--- config.mk ---
export PLATFORM = sky130hd
export DESIGN_NAME = cacheline_adapter_burst_flat
export DESIGN_NICKNAME = d
export VERILOG_FILES = /design/src/rtl/cacheline_adapter_burst_if.sv /design/src/rtl/cacheline_adapter_burst.sv /design/src/flat_wrapper.sv
export SDC_FILE = /design/constraint.sdc
export NUM_CORES = 1
export LEC_CHECK = 0
export CAP_MARGIN = 15
export CORE_AREA = 2 2 281 283
export DETAILED_ROUTE_END_ITERATION = 7
export DIE_AREA = 0 0 283 285
export GPL_TIMING_DRIVEN = 0
export PLACE_DENSITY = 0.59
export SETUP_SLACK_MARGIN = 0.5
export SLEW_MARGIN = 10
export SYNTH_ARGS = -nofsm -noshare
export SYNTH_HDL_FRONTEND = slang
export SYNTH_SLANG_ARGS = --single-unit
--- constraint.sdc ---
create_clock -name clk -period 2.2 [get_ports clk]
set_input_delay 0.55 -clock clk [delete_from_list [all_inputs] [get_ports clk]]
set_output_delay 0.55 -clock clk [all_outputs]
set_load 0.01 [all_outputs]
--- src/rtl/cacheline_adapter_burst_if.sv ---
// Signal bundle between the L2 line port and the 64-bit burst memory port.
// The adapter takes the slave view; the cache/memory side takes the master view.
interface cacheline_adapter_burst_if #(
  parameter int unsigned s_line = 256,
  parameter int unsigned s_beat = 64
);
  logic [s_line-1:0] line_i;
  logic [s_line-1:0] line_o;
  logic [31:0]       address_i;
  logic [31:0]       address_o;
  logic              read_i;
  logic              write_i;
  logic              resp_o;
  logic [s_beat-1:0] burst_i;
  logic [s_beat-1:0] burst_o;
  logic              read_o;
  logic              write_o;
  logic              resp_i;

  modport slave (
    input  line_i, address_i, read_i, write_i, burst_i, resp_i,
    output line_o, resp_o, burst_o, address_o, read_o, write_o
  );

  modport master (
    output line_i, address_i, read_i, write_i, burst_i, resp_i,
    input  line_o, resp_o, burst_o, address_o, read_o, write_o
  );
endinterface

--- src/rtl/cacheline_adapter_burst.sv ---
// Converts 256-bit cache line fills/write-backs into 4-beat 64-bit memory bursts.
// Define CACHELINE_ADAPTER_WRAP_EN for critical-word-first wrap bursts.
module cacheline_adapter_burst #(
  parameter int unsigned s_offset = 5,
  parameter int unsigned s_line   = 256,
  parameter int unsigned s_beat   = 64
) (
  input  logic                     clk,
  input  logic                     rst,
  cacheline_adapter_burst_if.slave bus
);
  localparam int unsigned beat_off = $clog2(s_beat / 8);
  localparam int unsigned cnt_w    = s_offset - beat_off;
  localparam int unsigned beat_sh  = $clog2(s_beat);
  localparam int unsigned idx_w    = cnt_w + beat_sh;
`ifdef CACHELINE_ADAPTER_WRAP_EN
  localparam logic [31:0] addr_mask = ~32'((1 << beat_off) - 1);
`else
  localparam logic [31:0] addr_mask = ~32'((1 << s_offset) - 1);
`endif

  typedef enum logic [1:0] {IDLE, WRITE, READ, DONE} state_e;

  state_e            state_q, state_d;
  logic [cnt_w-1:0]  beat_cnt_q, beat_cnt_d;
  logic [cnt_w-1:0]  xfer_cnt_q, xfer_cnt_d;
  logic [s_line-1:0] buf_q, buf_d;
  logic [s_line-1:0] line_q, line_d;
  logic [s_beat-1:0] burst_q, burst_d;
  logic [31:0]       addr_q, addr_d;
  logic              read_q, read_d;
  logic              write_q, write_d;
  logic              resp_q, resp_d;
  logic [cnt_w-1:0]  start_beat;
  logic [idx_w-1:0]  rd_idx;
  logic [idx_w-1:0]  wr_idx;

`ifdef CACHELINE_ADAPTER_WRAP_EN
  assign start_beat = bus.address_i[beat_off +: cnt_w];
`else
  assign start_beat = '0;
`endif

  assign rd_idx = {beat_cnt_q, beat_sh'(0)};

  // Next-state and output-register computation.
  always_comb begin
    state_d    = state_q;
    beat_cnt_d = beat_cnt_q;
    xfer_cnt_d = xfer_cnt_q;
    buf_d      = buf_q;
    line_d     = line_q;
    burst_d    = burst_q;
    addr_d     = addr_q;

    case (state_q)
      IDLE: begin
        if (bus.write_i || bus.read_i) begin
          state_d    = bus.write_i ? WRITE : READ;
          addr_d     = bus.address_i & addr_mask;
          beat_cnt_d = start_beat;
          xfer_cnt_d = '0;
          if (bus.write_i) buf_d = bus.line_i;
        end
      end
      WRITE, READ: begin
        if (bus.resp_i) begin
          if (state_q == READ) line_d[rd_idx +: s_beat] = bus.burst_i;
          beat_cnt_d = beat_cnt_q + cnt_w'(1);
          xfer_cnt_d = xfer_cnt_q + cnt_w'(1);
          if (xfer_cnt_q == '1) state_d = DONE;
        end
      end
      DONE:    state_d = IDLE;
      default: state_d = IDLE;
    endcase

    // burst_o must already show the beat selected for the coming cycle
    wr_idx = {beat_cnt_d, beat_sh'(0)};
    if (state_d == WRITE) burst_d = buf_d[wr_idx +: s_beat];

    read_d  = (state_d == READ);
    write_d = (state_d == WRITE);
    resp_d  = (state_d == DONE);
  end

  // State and output registers.
  always_ff @(posedge clk) begin
    if (rst) begin
      state_q    <= IDLE;
      beat_cnt_q <= '0;
      xfer_cnt_q <= '0;
      buf_q      <= '0;
      line_q     <= '0;
      burst_q    <= '0;
      addr_q     <= '0;
      read_q     <= 1'b0;
      write_q    <= 1'b0;
      resp_q     <= 1'b0;
    end else begin
      state_q    <= state_d;
      beat_cnt_q <= beat_cnt_d;
      xfer_cnt_q <= xfer_cnt_d;
      buf_q      <= buf_d;
      line_q     <= line_d;
      burst_q    <= burst_d;
      addr_q     <= addr_d;
      read_q     <= read_d;
      write_q    <= write_d;
      resp_q     <= resp_d;
    end
  end

  assign bus.line_o    = line_q;
  assign bus.burst_o   = burst_q;
  assign bus.address_o = addr_q;
  assign bus.read_o    = read_q;
  assign bus.write_o   = write_q;
  assign bus.resp_o    = resp_q;
endmodule
--- src/flat_wrapper.sv ---
// flat-port wrapper written by rule: the top's interface ports become plain ports
module cacheline_adapter_burst_flat 
#(
  parameter int unsigned s_offset = 5,
  parameter int unsigned s_line   = 256,
  parameter int unsigned s_beat   = 64
)
  (clk, rst, bus_line_i, bus_address_i, bus_read_i, bus_write_i, bus_burst_i, bus_resp_i, bus_line_o, bus_resp_o, bus_burst_o, bus_address_o, bus_read_o, bus_write_o);
  cacheline_adapter_burst_if #(.s_line(s_line), .s_beat(s_beat)) bus_i ();
  input  logic clk;
  input  logic rst;
  input wire logic [$bits(bus_i.line_i)-1:0] bus_line_i;
  input wire logic [$bits(bus_i.address_i)-1:0] bus_address_i;
  input wire logic [$bits(bus_i.read_i)-1:0] bus_read_i;
  input wire logic [$bits(bus_i.write_i)-1:0] bus_write_i;
  input wire logic [$bits(bus_i.burst_i)-1:0] bus_burst_i;
  input wire logic [$bits(bus_i.resp_i)-1:0] bus_resp_i;
  output wire logic [$bits(bus_i.line_o)-1:0] bus_line_o;
  output wire logic [$bits(bus_i.resp_o)-1:0] bus_resp_o;
  output wire logic [$bits(bus_i.burst_o)-1:0] bus_burst_o;
  output wire logic [$bits(bus_i.address_o)-1:0] bus_address_o;
  output wire logic [$bits(bus_i.read_o)-1:0] bus_read_o;
  output wire logic [$bits(bus_i.write_o)-1:0] bus_write_o;
  assign bus_i.line_i = bus_line_i;
  assign bus_i.address_i = bus_address_i;
  assign bus_i.read_i = bus_read_i;
  assign bus_i.write_i = bus_write_i;
  assign bus_i.burst_i = bus_burst_i;
  assign bus_i.resp_i = bus_resp_i;
  assign bus_line_o = bus_i.line_o;
  assign bus_resp_o = bus_i.resp_o;
  assign bus_burst_o = bus_i.burst_o;
  assign bus_address_o = bus_i.address_o;
  assign bus_read_o = bus_i.read_o;
  assign bus_write_o = bus_i.write_o;
  cacheline_adapter_burst #(.s_offset(s_offset), .s_line(s_line), .s_beat(s_beat)) u_core (.clk(clk), .rst(rst), .bus(bus_i));
endmodule
==> flow_summary.toml <==
# yosys + openroad results
[run_status]
violations = "negative setup slack"
run_status = "complete, but fails checks"

[worst_hold_path]
worst_hold_path.endpoint = "u_core.bus.address_o[12]"
hold_depth = 2
timing.hold.worst.start = "u_core.bus.address_o[12]"
worstHoldPathType = "reg -> reg"

[power]
power.total_uw = 28270
power.density_cell_area_nw_per_um2 = 811.5
maximum_resistive_drop_on_vdd_v = 0.0004994
leakage_uw = 0.01425

[worst_setup_path]
criticalPathCategory = "reg -> reg"
r2r_end = "u_core.bus.burst_o[14]"
depth_of_the_most_critical_reg_to_reg_path = 12
crit_path_start_kind = "flip-flop"
path_max_fanout = 7
worstReg2RegStart = "u_core.state_q[0]"
worst-r2r-setup-slack_ns = -0.28
setup.worst_path.end_class = "flip-flop"
worst-endpoint-arrival_ns = 3.02
critPathCapture = "u_core.bus.burst_o[14]"

[routing]
vias = 19870
drc = 0
totalWireLength_mm = 95.75
viasPerCell = 4.832
routed_wire_length_per_instance_um = 23.29
drt_iter0_markers = 1068
antenna_violating_nets_left = 0

[final_timing]
timing.final.hold_violations = 0
clock-skew-final_ns = 0.01572
period_minus_slack_ns = 2.477
maximum_clock_rate_mhz = 403.7
slew_headroom = 0.4098
timing_max_transition_violations_final = 0
setup_ws_ns = -0.2768
worst_pin_slew_ns = 0.8852
setup_violations = 64
post_route_clock_period_utilization = 1.126

[yosys]
yosys-dominant-comb-family = "multiplexers"
aoi_share = 0.1201
yosysTopAreaCell = "dfxtp_1"
post_synthesis_share_of_cell_area_spent_on_full_adders_half_adders_and_majority_gates = 0.004971
synth_area_per_cell_sq_um = 10.46
ys_chip_area_sq_um = 22650
simple_gate_share = 0.1167
cell_area_after_synthesis_sq_um = 22650
synth-seq-area-share = 0.5409
yosys-top-cells-area = "dfxtp_1 (54%), mux2i_1 (11%), a22oi_1 (9.7%)"
synth.yosys.warnings = 0
synth.lib_cells_used.distinct = 36
synthXorXnorAreaFrac = 0
synthCells = 2166
synth.mux.area_fraction = 0.1772
top_cell_area_share = 0.5409

[clock_tree]
cts-htree-levels = 3
tritoncts.num_buffers = 70
clk_path_buf_depth = 3
tritoncts = "yes"
tritoncts_num_sinks = 612

[layout]
finish.cell_count_without_fillers = 4112
combGateArea_sq_um = 9837
design.final.nets = 3367
drive_above_1_share = 0.1856
areaGrowthSynthToFinish_pct = 53.77

[global_routing]
grt_first_pass_wirelength_mm = 136.6
grtUsageTotal = 0.2287
met3_usage = 0.07288
grt_antenna_before_repair = 25
grt_util_met2 = 0.3940

[floorplanning]
core_area_sq_um = 77970
io-pin-count = 712
floorplanUtilization = 0.2905
width_of_the_die_um = 283

[placement]
dpl-instance-area_sq_um = 31210
finalWeightedCongestion = 0.8295
placed_instances = 3920
hpwlAfterDp_mm = 70.69
port_buffers = 699

[job]
drv_cap = 0
report_power, final:
part,total (uW),switching [uW],internal (uW)
sequential,11900,243,11700
combinational,4600,2260,2340
clock,11800,4910,6850
cell usage after synthesis, drive strengths merged:
cell    instances
a211oi         29
a21oi          30
a22oi         293
buf            65
clkbuf        127
conb            1
dfxtp         612
ha              9
inv             7
mux2i         257
mux4           64
nand2          57
nand2b         37
nand3           4
nand3b          1
nor2          550
nor2b           1
nor3            1
nor3b           2
nor4            2
nor4b           3
o21a            4
o21ai           4
o22a            1
o22ai           2
o32ai           1
or3             1
or3b            1
worst max-delay path, stage by stage, from the launching register on:
cell	delay [ns]
dfxtp_2	0.34
inv_2	0.05
ha_4	0.15
buf_8	0.12
nor3b_4	0.16
o32ai_4	0.26
buf_12	0.14
buf_6	0.09
buf_12	0.15
buf_12	0.12
buf_16	0.12
mux4_2	0.51
a22oi_2	0.18
kinds of logic after synthesis:
logic type	after synthesis
buf+inv	199
compound gates	364
simple gates	660
fa+ha+maj	9
flops	612
other cells	1
mux	321
flip-flops by register name, summed over array words and instances (netlist names):
name	cells
u_core.buf_q	256
u_core.bus.line_o	256
u_core.bus.burst_o	64
u_core.bus.address_o	27
u_core.beat_cnt_q	2
u_core.state_q	2
u_core.xfer_cnt_q	2
u_core.bus.read_o	1
u_core.bus.resp_o	1
u_core.bus.write_o	1
area by class of cell:
class,instances,area share
Sequential cell,612,0.3526
Multi-Input combinational cell,1359,0.2824
Timing Repair Buffer,759,0.2175
Clock buffer,97,0.05722
Buffer,192,0.04221
Tap cell,1050,0.03772
Clock inverter,24,0.008513
Inverter,7,0.0008980
Antenna cell,12,0.0008621
per-stage QoR:
stage / utilization / setup WS (ns)
3_5_place_dp: 0.4004 / -1.265
6_report: 0.4467 / -0.2768
4_1_cts: 0.4434 / -0.2897
2_1_floorplan: - / -0.01698
3_3_place_gp: 0.4002 / -1.216
5_1_grt: 0.4466 / -0.3490
what timing repair did:
item,CTS,global route
gates resized,297,312
setup buffers,38,6
endpoints found under the setup margin,960,943
gates cloned,9,6
pin swaps,16,11
routing by layer:
metal  routed length [um]  share of wire  vias up
li1                     -              -     9293
met3                 7443          0.078      170
met5                  134         0.0014        -
met4                 3443          0.036       20
met1                37820           0.39     9653
met2                46910           0.49      735
cell usage in the layout (no fill, tap or decap), types with 6 or more instances in the layout:
cell type and instances:
a211oi_2 29, a21oi_1 29, a22oi_1 271, a22oi_2 22
buf_12 23, buf_16 6, buf_2 35, buf_4 90
buf_6 25, buf_8 9, clkbuf_1 59, clkbuf_16 77
clkbuf_2 63, clkbuf_4 19, clkbuf_8 29, clkdlybuf4s50_1 605
clkinv_2 11, dfxtp_1 593, dfxtp_2 16, diode_2 12
mux2i_1 256, mux4_2 64, nand2_1 56, nand2b_1 37
nor2_1 549
### Ports around the boundary

Pins as bars across the die edge, other pins in gray.
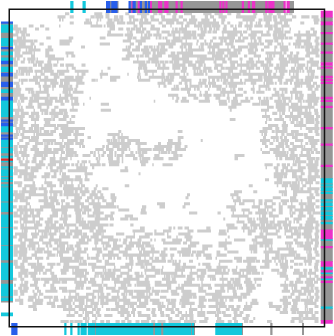
`bus_line_i` -> cyan  # pins 256, direction input, edge 118 left, 112 bottom, 22 right, 4 top
`bus_burst_i` -> magenta  # pins 64, direction input, edge 36 right, 28 top
`bus_read_o` -> red  # pins 1, direction output, edge left
`bus_address_i` -> blue  # pins 32, direction input, edge 16 left, 11 top, 5 bottom
all pins by edge = 207 right, 188 left, 174 top, 143 bottom

### Routed metal, one color a layer

Scale bar: 100 um.
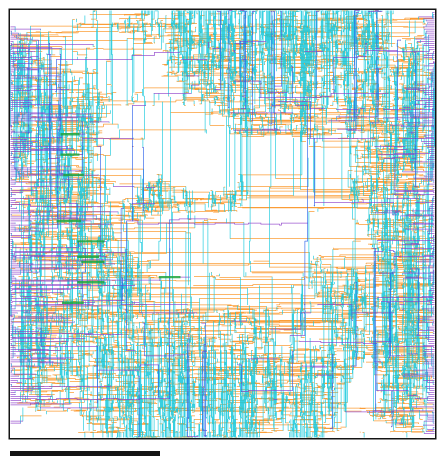
met2 -> cyan  # wire length 46.9 mm
met5 -> green  # wire length 134 um
met4 -> blue  # wire length 3440 um
met3 -> purple  # wire length 7440 um
met1 -> orange  # wire length 37.8 mm

